File: config.mk
export PLATFORM = sky130hd
export DESIGN_NAME = salsa20_stream_xor_flat
export DESIGN_NICKNAME = d
export VERILOG_FILES = /design/src/rtl/pkg_salsa.sv /design/src/rtl/salsa20_stream_xor_if.sv /design/src/rtl/salsa20_ks_buffer.sv /design/src/rtl/salsa20_stream_xor.sv /design/src/flat_wrapper.sv
export SDC_FILE = /design/constraint.sdc
export NUM_CORES = 1
export LEC_CHECK = 0
export ABC_AREA = 1
export ABC_CLOCK_PERIOD_IN_PS = 12700
export CAP_MARGIN = 20
export CORE_AREA = 2 2 257 259
export CTS_CLUSTER_SIZE = 30
export DETAILED_ROUTE_END_ITERATION = 8
export DIE_AREA = 0 0 259 261
export GPL_TIMING_DRIVEN = 0
export HOLD_SLACK_MARGIN = 0.05
export PLACE_DENSITY_LB_ADDON = 0.25
export SLEW_MARGIN = 40
export SYNTH_ARGS = -nofsm -noshare
export SYNTH_HDL_FRONTEND = slang
export SYNTH_SLANG_ARGS = --single-unit
File: constraint.sdc
create_clock -name clk -period 12.7 [get_ports clk]
set_input_delay 1.27 -clock clk [delete_from_list [all_inputs] [get_ports clk]]
set_output_delay 1.27 -clock clk [all_outputs]
set_load 0.005 [all_outputs]
File: src/rtl/pkg_salsa.sv
// Shared Salsa20 constants and the keystream-consumer types.
// Also holds the state encoding for salsa20_stream_xor.
package pkg_salsa;
    // "expand 32-byte k" / "expand 16-byte k", word 0 first
    localparam logic [3:0][31:0] SIGMA = {32'h6b206574, 32'h79622d32, 32'h3320646e, 32'h61707865};
    localparam logic [3:0][31:0] TAU   = {32'h6b206574, 32'h79622d36, 32'h3120646e, 32'h61707865};

    localparam int KS_BYTES = 64;
    localparam int IDX_W    = $clog2(KS_BYTES);

    typedef logic [0:KS_BYTES-1][7:0] ks_block_t;

    typedef enum logic [2:0] {IDLE, REQ, WAIT, DRAIN, STREAM} state_t;
endpackage

File: src/rtl/salsa20_stream_xor_if.sv
// Generator request/result and byte-stream handshake bundle.
// slave = the XOR block, master = generator plus stream source/sink.
interface salsa20_stream_xor_if
    import pkg_salsa::*;
#(parameter int BLK_W = 64);
    logic             ks_start;
    logic [BLK_W-1:0] ks_blkid;
    logic             ks_valid;
    ks_block_t        ks_block;
    logic             in_valid;
    logic             in_ready;
    logic [7:0]       in_data;
    logic             in_last;
    logic             out_valid;
    logic             out_ready;
    logic [7:0]       out_data;
    logic             out_last;

    modport slave (
        output ks_start, ks_blkid, in_ready, out_valid, out_data, out_last,
        input  ks_valid, ks_block, in_valid, in_data, in_last, out_ready
    );
    modport master (
        input  ks_start, ks_blkid, in_ready, out_valid, out_data, out_last,
        output ks_valid, ks_block, in_valid, in_data, in_last, out_ready
    );
endinterface

File: src/rtl/salsa20_ks_buffer.sv
// One captured keystream block and its read index.
// The byte storage is deliberately not reset; only the index is.
module salsa20_ks_buffer
    import pkg_salsa::*;
(
    input  logic      clk,
    input  logic      rst,
    input  logic      load,
    input  logic      adv,
    input  ks_block_t blk,
    output logic [7:0] rd_byte,
    output logic      at_last
);
    ks_block_t        mem;
    logic [IDX_W-1:0] idx;

    always_ff @(posedge clk) begin
        if (load) mem <= blk;
    end

    always_ff @(posedge clk or posedge rst) begin
        if (rst)       idx <= '0;
        else if (load) idx <= '0;
        else if (adv)  idx <= idx + IDX_W'(1);
    end

    assign rd_byte = mem[idx];
    assign at_last = (idx == IDX_W'(KS_BYTES - 1));
endmodule

File: src/rtl/salsa20_stream_xor.sv
// Salsa20 keystream consumer: requests blocks from the generator and XORs
// them byte by byte onto a valid/ready stream (encrypt == decrypt).
module salsa20_stream_xor
    import pkg_salsa::*;
#(
    parameter int BLK_W    = 64,
    parameter int KS_BYTES = 64
) (
    input  logic                 clk,
    input  logic                 rst,
    input  logic                 init,
    input  logic [BLK_W-1:0]     init_blkid,
    output logic                 busy,
    output logic                 ctr_wrap,
    salsa20_stream_xor_if.slave  bus
);
    if (KS_BYTES != 64) begin : g_bad_cfg
        $error("salsa20_stream_xor: KS_BYTES must be 64");
    end

    state_t           state;
    logic [BLK_W-1:0] ctr;
    logic             hs, buf_load, at_last;
    logic [7:0]       ks_byte;

    // init aborts the block, so no byte may be accepted in the same cycle
    assign bus.in_ready = (state == STREAM) && !init && (!bus.out_valid || bus.out_ready);
    assign hs           = bus.in_valid && bus.in_ready;
    // withholding start under init keeps a restart from REQ at one request in flight
    assign bus.ks_start = (state == REQ) && !init;
    assign busy         = (state != IDLE);
    assign buf_load     = (state == WAIT) && bus.ks_valid && !init;

    salsa20_ks_buffer u_buf (
        .clk     (clk),
        .rst     (rst),
        .load    (buf_load),
        .adv     (hs),
        .blk     (bus.ks_block),
        .rd_byte (ks_byte),
        .at_last (at_last)
    );

    always_ff @(posedge clk or posedge rst) begin
        if (rst) begin
            state         <= IDLE;
            ctr           <= '0;
            bus.ks_blkid  <= '0;
            ctr_wrap      <= 1'b0;
            bus.out_valid <= 1'b0;
            bus.out_data  <= '0;
            bus.out_last  <= 1'b0;
        end else begin
            if (hs) begin
                bus.out_data  <= bus.in_data ^ ks_byte;
                bus.out_last  <= bus.in_last;
                bus.out_valid <= 1'b1;
            end else if (bus.out_ready) begin
                bus.out_valid <= 1'b0;
            end

            if (init) begin
                ctr      <= init_blkid;
                ctr_wrap <= 1'b0;
                // a request is outstanding in WAIT/DRAIN: swallow its result first
                if (state == WAIT || state == DRAIN) begin
                    state <= DRAIN;
                end else begin
                    bus.ks_blkid  <= init_blkid;
                    bus.out_valid <= 1'b0;
                    state         <= REQ;
                end
            end else begin
                case (state)
                    IDLE: ;
                    REQ:  state <= WAIT;
                    WAIT: if (bus.ks_valid) begin
                        ctr          <= ctr + BLK_W'(1);
                        bus.ks_blkid <= ctr + BLK_W'(1);
                        if (&ctr) ctr_wrap <= 1'b1;
                        state        <= STREAM;
                    end
                    DRAIN: if (bus.ks_valid) begin
                        bus.ks_blkid <= ctr;
                        state        <= REQ;
                    end
                    STREAM: if (hs && at_last) state <= REQ;
                    default: state <= IDLE;
                endcase
            end
        end
    end
endmodule

File: src/flat_wrapper.sv
// flat-port wrapper written by rule: the top's interface ports become plain ports
module salsa20_stream_xor_flat import pkg_salsa::*;
#(
    parameter int BLK_W    = 64,
    parameter int KS_BYTES = 64
)
  (clk, rst, init, init_blkid, busy, ctr_wrap, bus_ks_start, bus_ks_blkid, bus_in_ready, bus_out_valid, bus_out_data, bus_out_last, bus_ks_valid, bus_ks_block, bus_in_valid, bus_in_data, bus_in_last, bus_out_ready);
  salsa20_stream_xor_if #(.BLK_W(BLK_W)) bus_i ();
  input  logic clk;
  input  logic rst;
  input  logic init;
  input  logic [BLK_W-1:0] init_blkid;
  output logic busy;
  output logic ctr_wrap;
  output wire logic [$bits(bus_i.ks_start)-1:0] bus_ks_start;
  output wire logic [$bits(bus_i.ks_blkid)-1:0] bus_ks_blkid;
  output wire logic [$bits(bus_i.in_ready)-1:0] bus_in_ready;
  output wire logic [$bits(bus_i.out_valid)-1:0] bus_out_valid;
  output wire logic [$bits(bus_i.out_data)-1:0] bus_out_data;
  output wire logic [$bits(bus_i.out_last)-1:0] bus_out_last;
  input wire logic [$bits(bus_i.ks_valid)-1:0] bus_ks_valid;
  input wire logic [$bits(bus_i.ks_block)-1:0] bus_ks_block;
  input wire logic [$bits(bus_i.in_valid)-1:0] bus_in_valid;
  input wire logic [$bits(bus_i.in_data)-1:0] bus_in_data;
  input wire logic [$bits(bus_i.in_last)-1:0] bus_in_last;
  input wire logic [$bits(bus_i.out_ready)-1:0] bus_out_ready;
  assign bus_ks_start = bus_i.ks_start;
  assign bus_ks_blkid = bus_i.ks_blkid;
  assign bus_in_ready = bus_i.in_ready;
  assign bus_out_valid = bus_i.out_valid;
  assign bus_out_data = bus_i.out_data;
  assign bus_out_last = bus_i.out_last;
  assign bus_i.ks_valid = bus_ks_valid;
  assign bus_i.ks_block = bus_ks_block;
  assign bus_i.in_valid = bus_in_valid;
  assign bus_i.in_data = bus_in_data;
  assign bus_i.in_last = bus_in_last;
  assign bus_i.out_ready = bus_out_ready;
  salsa20_stream_xor #(.BLK_W(BLK_W), .KS_BYTES(KS_BYTES)) u_core (.clk(clk), .rst(rst), .init(init), .init_blkid(init_blkid), .busy(busy), .ctr_wrap(ctr_wrap), .bus(bus_i));
endmodule
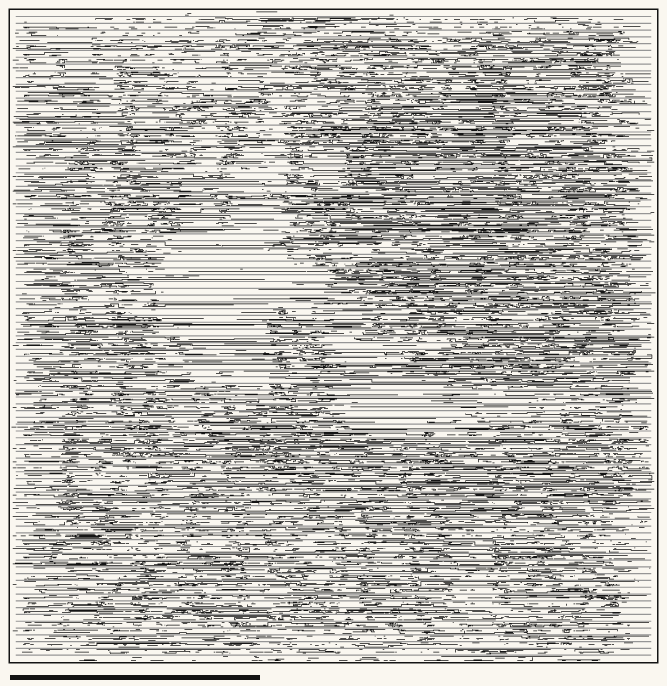
(images/met1.png)
Bar = 100 um. Supply wires on this layer in grey.
main direction: horizontal
longest straight run: 97.1 um

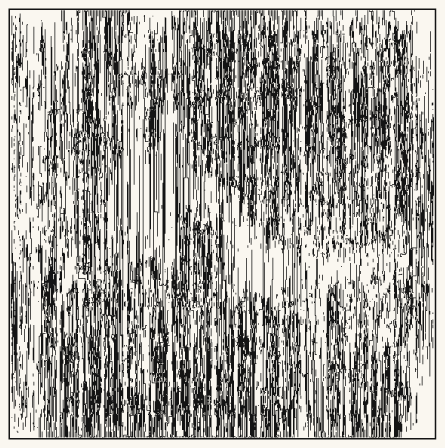
(images/met2.png)
longest straight run: 127 um
share of all routed wire: 48%
wire length on this layer: 57.4 mm
nets with wire on the layer: 3564

==> changes_impl.md <==
### Implementation results

- Status: complete, no violations
- Hold/Removal Path Class: register to register
- Worst-margin pin slew: 0.906 ns
- Avg Vias per Cell: 5.54
- Setup TNS: 0 ns
- Buffer share of cell area: 19.0%
- Seq area share: 47.4%
- Comb gates: 2071
- Antenna-violating nets left: 0
- Well Taps: 864
- Setup repair bufs after CTS: 0
- Max clock buf depth: 3
- Most common library cells after synthesis: nand2_1, edfxtp_1, nand3_1, a21oi_1, nor2_1
- Ys flop type: edfxtp_1
- Vias: 26.2k
- Root buffer cell: clkbuf_16
- Grt ovf: 0
- CTS tree: done
- Max reg flops: 512
- Cell area after placement: 37700 um^2
- Top area cell types: edfxtp_1, nand2_1, dfrtp_1
- Power per Cell Area: 186 nW/um^2
- Highest clock rate: 214 MHz
- Maximum VDD drop: 109 uV
- Mapped Nets: 3629
- Tcrit/Tclk final: 36.7%
- RSZ-0062 raised after global routing: false
- Hold-fix buffers, CTS: 0
- Syn Inst Count: 3036
- Yosys stat cell total: 3036
- GRT Overall Usage: 34.9%
- Fin util: 61.9%
- Rel. slew slack: 39.6%
- Yosys chip area: 29700 um^2
- Buf/Inv on CP: 4
- Final max-slew violation count: 0
- Tmin final: 4.67 ns
- Drt wl/cell: 25.4 um
- I/O pin cnt: 669
- Max_cap viols: 0
- ANT cells: 24
- Crit. End Element: output pin
- Top class by area: flip-flops and latches
- Initial DRC count: 3177
- Final clock skew: 0.0323 ns
- DIE WIDTH: 259 um
- Seq/Total Area, Yosys: 64.2%
- Post-DP HPWL: 93.5 mm
- WL final: 120 mm
- Async set or reset register ratio after synthesis: 22.4%
- Yosys warnings: 0
- Number of global-route vias before repair: 25.3k
- Initial antenna violation count: 31
- GPL Wtd Cong: 0.972
- Layout area overhead: 35.6%
- Crit path top cell by count: clkdlybuf4s50_1
- Register area: 19100 um^2
- Max-area cell share: 51.8%
- Site Rows: 94
- Synth Register Bits: 660
- Post-synth top area cell: edfxtp_1
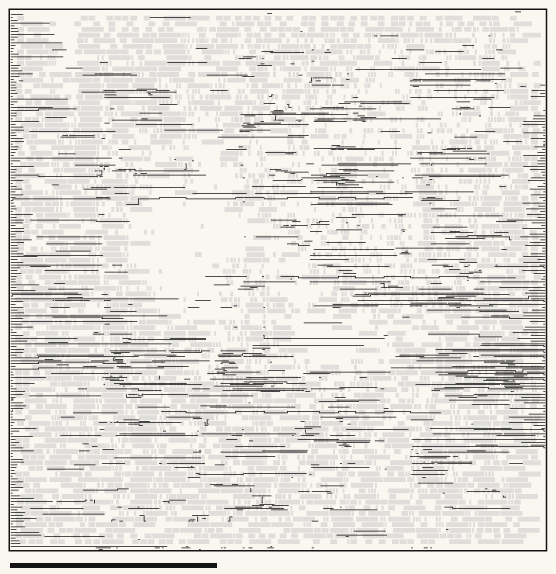
(images/met3.png)
Bar = 100 um. Cells faint in the background.
wire length on this layer: 11300 um
share of all routed wire: 9.4%

## per-layer routing
| metal | global-route usage [%] | vias to the layer above | share of wire [%] | wire length (um) |
|---|---|---|---|---|
| met1 | 45.4 | 12600 | 39 | 46900 |
| met2 | 57.8 | 1464 | 48 | 57400 |
| met4 | 13.1 | 18 | 3.7 | 4450 |
| met3 | 7.56 | 246 | 9.4 | 11300 |
| li1 | - | 11900 | - | - |
| met5 | 0 | - | 0.093 | 112 |
## per-stage QoR
step                      setup slack, ns  cells
after floorplan                      4.29   3036
after detailed placement             8.11   4577
final                                8.03   4736
after global routing                 7.99   4727
after global placement               1.10   4568
after CTS                            8.10   4712
## report_power, final
part | switching, uW | internal (uW) | total, uW
combinational | 1630 | 878 | 2500
sequential | 167 | 2640 | 2800
clock | 941 | 1260 | 2200
## worst reg2reg max path, stage by stage, from the launching register on
cell     delay, ns
dfrtp_1       0.42
nor2_1        0.20
inv_2         0.07
nor2_1        0.13
nand2_1       0.17
nor2_1        0.25
buf_2         0.36
buf_8         0.37
buf_16        0.39
buf_16        0.38
## worst max path at each step
stage | startpoint | endpoint | slack [ns] | cells after the start
after floorplan | init | u_core.u_buf.mem[0] | 4.29 | 4
after global placement | bus_ks_valid | u_core.u_buf.idx[2] | 1.10 | 6
after detailed placement | init | bus_ks_start | 8.11 | 5
after CTS | init | bus_ks_start | 8.10 | 5
after global routing | init | bus_ks_start | 7.99 | 5
final | init | bus_ks_start | 8.03 | 5
## cell families (layout without fill, tap and decap cells)
family | Yosys count | after routing | synth area share, %
buffers and inverters | 305 | 1117 | 4.22
adders and majority gates | 2 | 2 | 0.0842
other | 0 | 24 | 0
xor gates and xnor gates | 35 | 35 | 1.03
AOI/OAI and AO/OA | 365 | 365 | 6.97
and+or+nand+nor | 1669 | 1669 | 23.5
DFF | 660 | 660 | 64.2
Power and IR drop assume default switching activity.
